### M1 wires, run 1

Scale bar: 20 µm. Supply wires on this layer in gray.
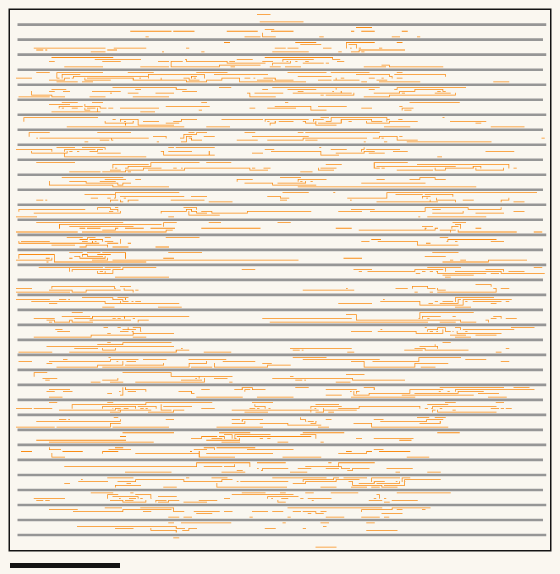
### Signal wires on met2, run 1

Scale bar: 20 µm.
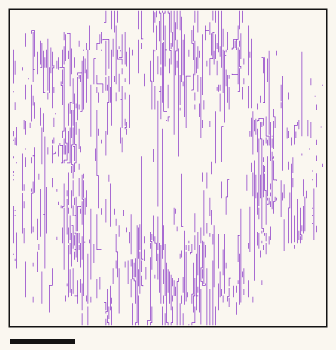
### The metal 3 layer, run 1

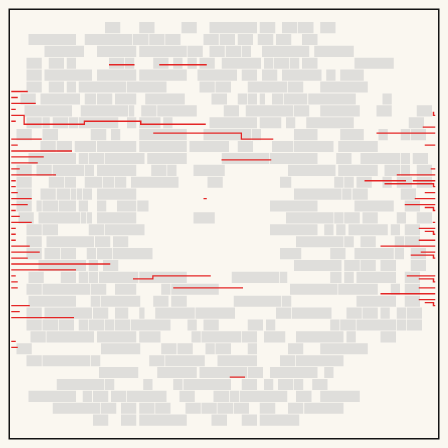
### Routed clock nets over the placement, run 1

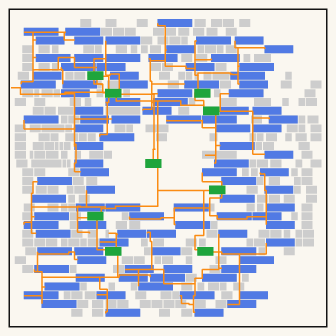
[src/rtl/pipe_stage_elastic.sv]
// ---------------------------------------------------------------------------
// pipe_stage_elastic
//
// Elastic register slice placed between CPU pipeline stages. It carries a
// payload (instruction word, register-file operands) and a control bundle
// (ALU op, mux selects, memory and register-file enables) under a
// valid/ready handshake.
//
// There are two build options:
//   SKID=1 : a main register plus a one-beat skid register. in_ready comes
//            straight from a flop, so there is no combinational path from
//            out_ready to in_ready, or from in_* to out_*.
//   SKID=0 : a single register. in_ready = !out_valid || out_ready, which is
//            combinational, and at most one beat is held.
//
// flush is a synchronous squash for branch and jump redirects. On the next
// edge it empties the slice. The payload register keeps its value, but
// out_ctrl is gated to zero, so the bubble looks like a NOP downstream.
//
// Ports
//   clk        in   1        rising-edge clock
//   rst_n      in   1        asynchronous active-low reset
//   flush      in   1        drop every held beat and any beat offered this cycle
//   in_valid   in   1        upstream beat valid
//   in_ready   out  1        slice can take a beat (transfer on valid && ready)
//   in_data    in   DATA_W   upstream payload
//   in_ctrl    in   CTRL_W   upstream control bundle
//   out_valid  out  1        downstream beat valid
//   out_ready  in   1        downstream accepts (beat leaves on valid && ready)
//   out_data   out  DATA_W   payload to the next stage (don't-care when !out_valid)
//   out_ctrl   out  CTRL_W   control bundle to the next stage, 0 when !out_valid
//   occupancy  out  2        number of beats held: 0, 1 or 2
// ---------------------------------------------------------------------------
module pipe_stage_elastic #(
    parameter int DATA_W = 32,
    parameter int CTRL_W = 18,
    parameter bit SKID   = 1'b1
) (
    input  logic              clk,
    input  logic              rst_n,
    input  logic              flush,
    input  logic              in_valid,
    output logic              in_ready,
    input  logic [DATA_W-1:0] in_data,
    input  logic [CTRL_W-1:0] in_ctrl,
    output logic              out_valid,
    input  logic              out_ready,
    output logic [DATA_W-1:0] out_data,
    output logic [CTRL_W-1:0] out_ctrl,
    output logic [1:0]        occupancy
);

    // Main register: this is always the beat presented downstream.
    logic              main_valid;
    logic [DATA_W-1:0] main_data;
    logic [CTRL_W-1:0] main_ctrl;

    // The skid register is only ever full while the main register is full.
    logic              skid_valid;

    logic              in_fire;

    assign in_fire = in_valid && in_ready;

    generate
        if (SKID) begin : g_skid
            logic [DATA_W-1:0] skid_data;
            logic [CTRL_W-1:0] skid_ctrl;

            logic main_load_in;
            logic main_load_skid;
            logic skid_load;
            logic main_valid_nxt;
            logic skid_valid_nxt;

            // While the skid register is full, in_ready is low, so no beat can
            // arrive. The only thing that can happen then is a refill of the
            // main register from the skid register.
            always_comb begin
                // NOTE: every output of this block gets a default first, so no
                // path through the if/else leaves a signal unassigned and no latch is inferred.
                main_load_in   = 1'b0;
                main_load_skid = 1'b0;
                skid_load      = 1'b0;
                main_valid_nxt = main_valid;
                skid_valid_nxt = skid_valid;

                if (flush) begin
                    // Both registers are cleared. If out_ready was high, the main
                    // beat has already been delivered this cycle. A beat accepted
                    // this cycle is dropped.
                    main_valid_nxt = 1'b0;
                    skid_valid_nxt = 1'b0;
                end else if (skid_valid) begin
                    if (out_ready) begin
                        main_load_skid = 1'b1;
                        main_valid_nxt = 1'b1;
                        skid_valid_nxt = 1'b0;
                    end
                end else if (in_fire) begin
                    if (!main_valid || out_ready) begin
                        main_load_in   = 1'b1;
                        main_valid_nxt = 1'b1;
                    end else begin
                        // Downstream is stalled: park the new beat in the skid register.
                        skid_load      = 1'b1;
                        skid_valid_nxt = 1'b1;
                    end
                end else if (out_ready) begin
                    main_valid_nxt = 1'b0;
                end
            end

            always_ff @(posedge clk or negedge rst_n) begin
                if (!rst_n) begin
                    main_valid <= 1'b0;
                    skid_valid <= 1'b0;
                    main_data  <= '0;
                    main_ctrl  <= '0;
                end else begin
                    // NOTE: state registers use non-blocking assignment, so every
                    // flop samples the values that were present before the edge.
                    main_valid <= main_valid_nxt;
                    skid_valid <= skid_valid_nxt;
                    if (main_load_in) begin
                        main_data <= in_data;
                        main_ctrl <= in_ctrl;
                    end else if (main_load_skid) begin
                        main_data <= skid_data;
                        main_ctrl <= skid_ctrl;
                    end
                end
            end

            // NOTE: the skid payload has no reset. It is only read when
            // skid_valid is set, and skid_valid is reset, so clearing the
            // payload itself would only add reset fan-out.
            always_ff @(posedge clk) begin
                if (skid_load) begin
                    skid_data <= in_data;
                    skid_ctrl <= in_ctrl;
                end
            end

            assign in_ready = !skid_valid;
        end else begin : g_single
            assign skid_valid = 1'b0;
            assign in_ready   = !main_valid || out_ready;

            always_ff @(posedge clk or negedge rst_n) begin
                if (!rst_n) begin
                    main_valid <= 1'b0;
                    main_data  <= '0;
                    main_ctrl  <= '0;
                end else if (flush) begin
                    main_valid <= 1'b0;
                end else if (in_fire) begin
                    main_valid <= 1'b1;
                    main_data  <= in_data;
                    main_ctrl  <= in_ctrl;
                end else if (out_ready) begin
                    main_valid <= 1'b0;
                end
            end
        end
    endgenerate

    assign out_valid = main_valid;
    assign out_data  = main_data;
    // Gate the control bundle so downstream never acts on stale write enables.
    assign out_ctrl  = main_valid ? main_ctrl : '0;
    assign occupancy = {1'b0, main_valid} + {1'b0, skid_valid};

    // Invariants for simulation.
    a_skid_implies_main : assert property (@(posedge clk) disable iff (!rst_n)
        skid_valid |-> main_valid);

    a_hold_under_stall : assert property (@(posedge clk) disable iff (!rst_n)
        (out_valid && !out_ready && !flush) |=>
            (out_valid && $stable(out_data) && $stable(out_ctrl)));

    a_bubble_is_nop : assert property (@(posedge clk) disable iff (!rst_n)
        !out_valid |-> (out_ctrl == '0));

endmodule
[config.mk]
export PLATFORM = sky130hd
export DESIGN_NAME = pipe_stage_elastic
export DESIGN_NICKNAME = d
export VERILOG_FILES = /design/src/rtl/pipe_stage_elastic.sv
export SDC_FILE = /design/constraint.sdc
export NUM_CORES = 1
export LEC_CHECK = 0
export CAP_MARGIN = 20
export CORE_UTILIZATION = 43
export DETAILED_ROUTE_END_ITERATION = 10
export HOLD_SLACK_MARGIN = 0.05
export PLACE_DENSITY = 0.86
export SLEW_MARGIN = 20
export SYNTH_ARGS = -nofsm -noshare
export SYNTH_HDL_FRONTEND = slang
export SYNTH_SLANG_ARGS = --single-unit
[constraint.sdc]
create_clock -name clk -period 3.3 [get_ports clk]
set_input_delay 0.99 -clock clk [delete_from_list [all_inputs] [get_ports clk]]
set_output_delay 0.99 -clock clk [all_outputs]
set_load 0.01 [all_outputs]
==> results_slide.txt, run 1 <==
Key Metrics from the Run

Global routing
  – Met3 usage: 5.08%
  – Pin count of the biggest net entering global routing: 49
  – Initial antenna violation count: 0
  – Wire length of the first global-routing pass: 14200 µm
  – Grt ovf: 0

Yosys
  – Synthesized area: 0.00395 mm²
  – Synth async-reset ratio: 51.0%
  – Distinct cell type count after synthesis: 20
  – Adder Share, Synth: 0.317%
  – XOR/XNOR Area Share: 0%
  – Synth Warn #: 0
  – Top logic family: AND-OR/OR-AND gates
  – Syn Inst Count: 253
  – Avg Inst Size Synth: 15.6 µm²

Route
  – WL/cell: 18.0 µm
  – Routed Antenna Nets: 0
  – DRT iter0 DRCs: 122
  – DRC: 14
  – Via density per instance: 5.40

Setup path
  – Critical path arrival: 1.69 ns
  – CP Capture Point: occupancy[0]
  – R2r endpoint: out_data[25]
  – Crit path DRT: 2.31 ns
  – Crit-path cells: ha_1 > clkdlybuf4s50_1
  – Crit-path slowest cell: clkdlybuf4s50_1
  – Crit path max-delay family: buffers and inverters
  – Reg2reg setup slack: 1.51 ns
  – CP Class: register to primary output

Clock network
  – PostCTS Resize Cnt: 0
  – CTS tree: built
  – Worst-Skew Late Latency: 0.35 ns
  – Htree depth: 3
  – CTS sink cnt: 102
  – Num CTS Buffers: 9
  – Clock tree buffer depth: 2

Finish
  – Layout fillers: 664
  – Commonest cells after routing, fill and taps aside: 107 x clkdlybuf4s50_1, 67 x and2_1, 52 x dfrtp_1
  – Comb_multi_in: 131
  – Post-route core utilization: 61.4%
  – Layout area overhead: 36.8%
  – Storage element area: 0.00280 mm²
  – Layout Cells excl Fill: 477
  – Commonest Layout Cell: clkdlybuf4s50_1
  – Logic area: 0.00107 mm²
  – Final nets: 420
  – Data buffer area share: 21.8%
  – Antenna diode count: 0

Power
  – Maximum VDD drop: 0.295 mV
  – Clock power share: 28.5%
  – Logic pwr share: 18.3%
  – Switching pwr: 658 µW
  – Total power per unit cell area: 531 mW/mm²

Timing
  – Final setup TNS: 0 ns
  – Worst slew margin: 60.0%

Run status
  – Violated checks: design-rule violations
  – Outcome: finished with violations

Floorplanning
  – Initial core utilization: 44.9%
  – Die H: 97.9 µm
  – Die Area: 0.00958 mm²
  – Num rows: 34

Place
  – Global placement routability congestion: 0.709
  – Port Buffers: 108
  – Cell count after placement: 461

Hold path
  – Hold path cells: 1
  – Hold crit path type: register to register
About 'M1 wires':
- nets with wire on the layer: 363
- share of all routed wire: 47%
- main direction: horizontal
- wire length on this layer: 4060 µm
vias: 2575
WL final: 8570 µm
met1 global-route usage: 27.7%

About 'Signal wires on met2':
- main direction: vertical
- nets with wire on the layer: 371
M2 GR Usage: 28.9%

About 'The metal 3 layer':
- share of all routed wire: 5.0%
- longest straight run: 22.3 µm
- nets with wire on the layer: 68
- wire length on this layer: 424 µm

About 'Routed clock nets over the placement':
- green: cells driving clock nets (count 9)
- orange: clock wires (length 1040 µm)
- blue: flip-flops (count 102)
- routed clock nets: 10
- flops lie: spread over the die

## Run 2: what changed since run 1
Clock period 3.3 ns to 2.37 ns, I/O delays scaled along.
### The metal 3 layer, run 2

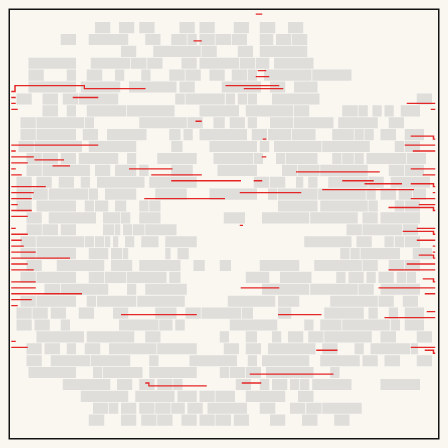
- wire length on this layer: 545 µm
- main direction: horizontal
- share of all routed wire: 6.1%
- nets with wire on the layer: 73
- longest straight run: 20.7 µm
met3 usage: 5.44%
vias: 2691

### M1 wires, run 2

Scale bar: 20 µm. Supply wires on this layer in gray.
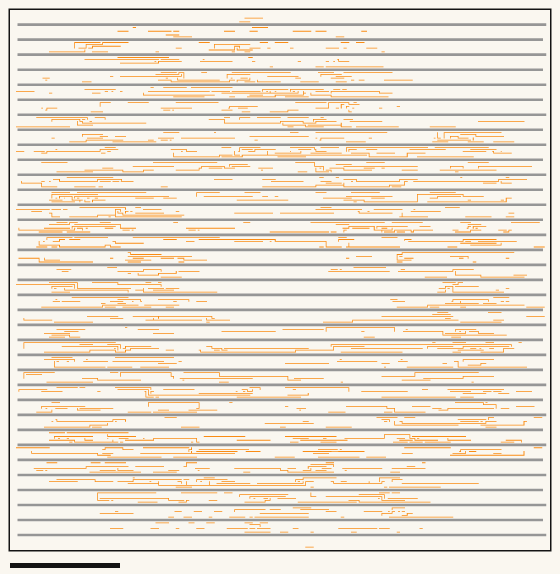
- share of all routed wire: 44%
- main direction: horizontal
- longest straight run: 32.7 µm
- wire length on this layer: 3980 µm

==> results_slide.txt, run 2 <==
Key Metrics from the Run

Yosys
  – Synth async-reset ratio: 51.0%
  – Top area cell types: edfxtp_1 38%, dfrtp_1 33%, a221o_1 12%
  – Syn Inst Count: 253
  – Synthesized area: 0.00395 mm²
  – Aoi share: 12.7%
  – Register area share after synthesis: 70.9%
  – Top logic family: AND-OR/OR-AND gates
  – XOR/XNOR Area Share: 0%
  – Distinct cell type count after synthesis: 20
  – Avg Inst Size Synth: 15.6 µm²
  – Adder Share, Synth: 0.317%
  – Synth Warn #: 0

Finish
  – Layout area overhead: 40.5%
  – Commonest cells after routing, fill and taps aside: 93 x clkdlybuf4s50_1, 67 x and2_1, 51 x dfrtp_1
  – Comb_multi_in: 131
  – Logic inverters: 2
  – Final nets: 430
  – Combinational share of cell area: 19.3%
  – Sequential cell area share: 50.5%
  – Data buffer area share: 23.9%
  – Storage element area: 0.00280 mm²
  – Commonest Layout Cell: clkdlybuf4s50_1
  – Layout fillers: 672
  – Layout Cells excl Fill: 487
  – Antenna diode count: 0
  – Post-route core utilization: 63.0%
  – Logic area: 0.00107 mm²
  – Clock-cell share of area: 3.70%

Floorplanning
  – Horiz. Die Dim: 97.9 µm
  – Initial core utilization: 44.9%
  – Die Area: 0.00958 mm²
  – Die H: 97.9 µm
  – Num rows: 34
  – Ports: 109
  – Core Region: 0.00881 mm²

Power
  – Logic pwr share: 18.7%
  – Biggest consumer: registers
  – Post-route total power: 3990 µW
  – Total power per unit cell area: 719 mW/mm²
  – Switching pwr: 973 µW
  – Clk pwr: 1120 µW
  – Comb. pwr: 745 µW
  – Clock power share: 28.0%
  – Maximum VDD drop: 0.463 mV

Timing
  – Final setup TNS: 0 ns
  – Worst slew margin: 52.9%
  – Clk_skew: 0.00849 ns

Run
  – Log Warnings: 26
  – Number of max-cap violations: 0

Global routing
  – Met1 global-route usage: 25.9%
  – M2 GR Usage: 32.0%
  – Pin count of the biggest net entering global routing: 34
  – Wire length of the first global-routing pass: 14600 µm
  – Initial antenna violation count: 0
  – Most Crowded Layer GR: met2
  – Grt ovf: 0

Clock network
  – Clock tree buffer depth: 2
  – Clock-pin slew on the worst setup and hold paths: 0.10 ns
  – Worst-Skew Late Latency: 0.35 ns
  – Num CTS Buffers: 9
  – Clk root buf: clkbuf_8
  – PostCTS Resize Cnt: 8
  – Htree depth: 3
  – CTS tree: built
  – CTS sink cnt: 102

Setup path
  – Critical path arrival: 1.58 ns
  – CP Capture Point: out_ctrl[14]
  – Crit path max-delay family: buffers and inverters
  – Crit path DRT: 1.66 ns
  – Crit-path cells: buf_8 > and2_1 > clkdlybuf4s50_1
  – Crit-path slowest cell: clkdlybuf4s50_1
  – Reg2reg setup slack: 0.64 ns
  – CP Class: register to primary output
  – Depth of the most critical reg-to-reg path: 5
  – Crit start category: register
  – R2r endpoint: main_ctrl[1]
  – Crit path depth: 3

Run status
  – Violated checks: design-rule violations
  – Outcome: finished with violations

Route
  – DRT iter0 DRCs: 171
  – Drt first pass iters: 7
  – Met2 wire length: 4310 µm
  – WL final: 8960 µm
  – Routed Antenna Nets: 0
  – Via density per instance: 5.53
  – DRC: 14
  – Met3 WL: 545 µm
  – Wl on met1: 3980 µm
  – WL/cell: 18.4 µm

Place
  – Cell count after placement: 468
  – Port Buffers: 108
  – Global placement routability congestion: 0.715

Hold path
  – Hold crit path type: input port to asynchronous set/reset pin
Power is estimated from default activity; no workload was simulated.
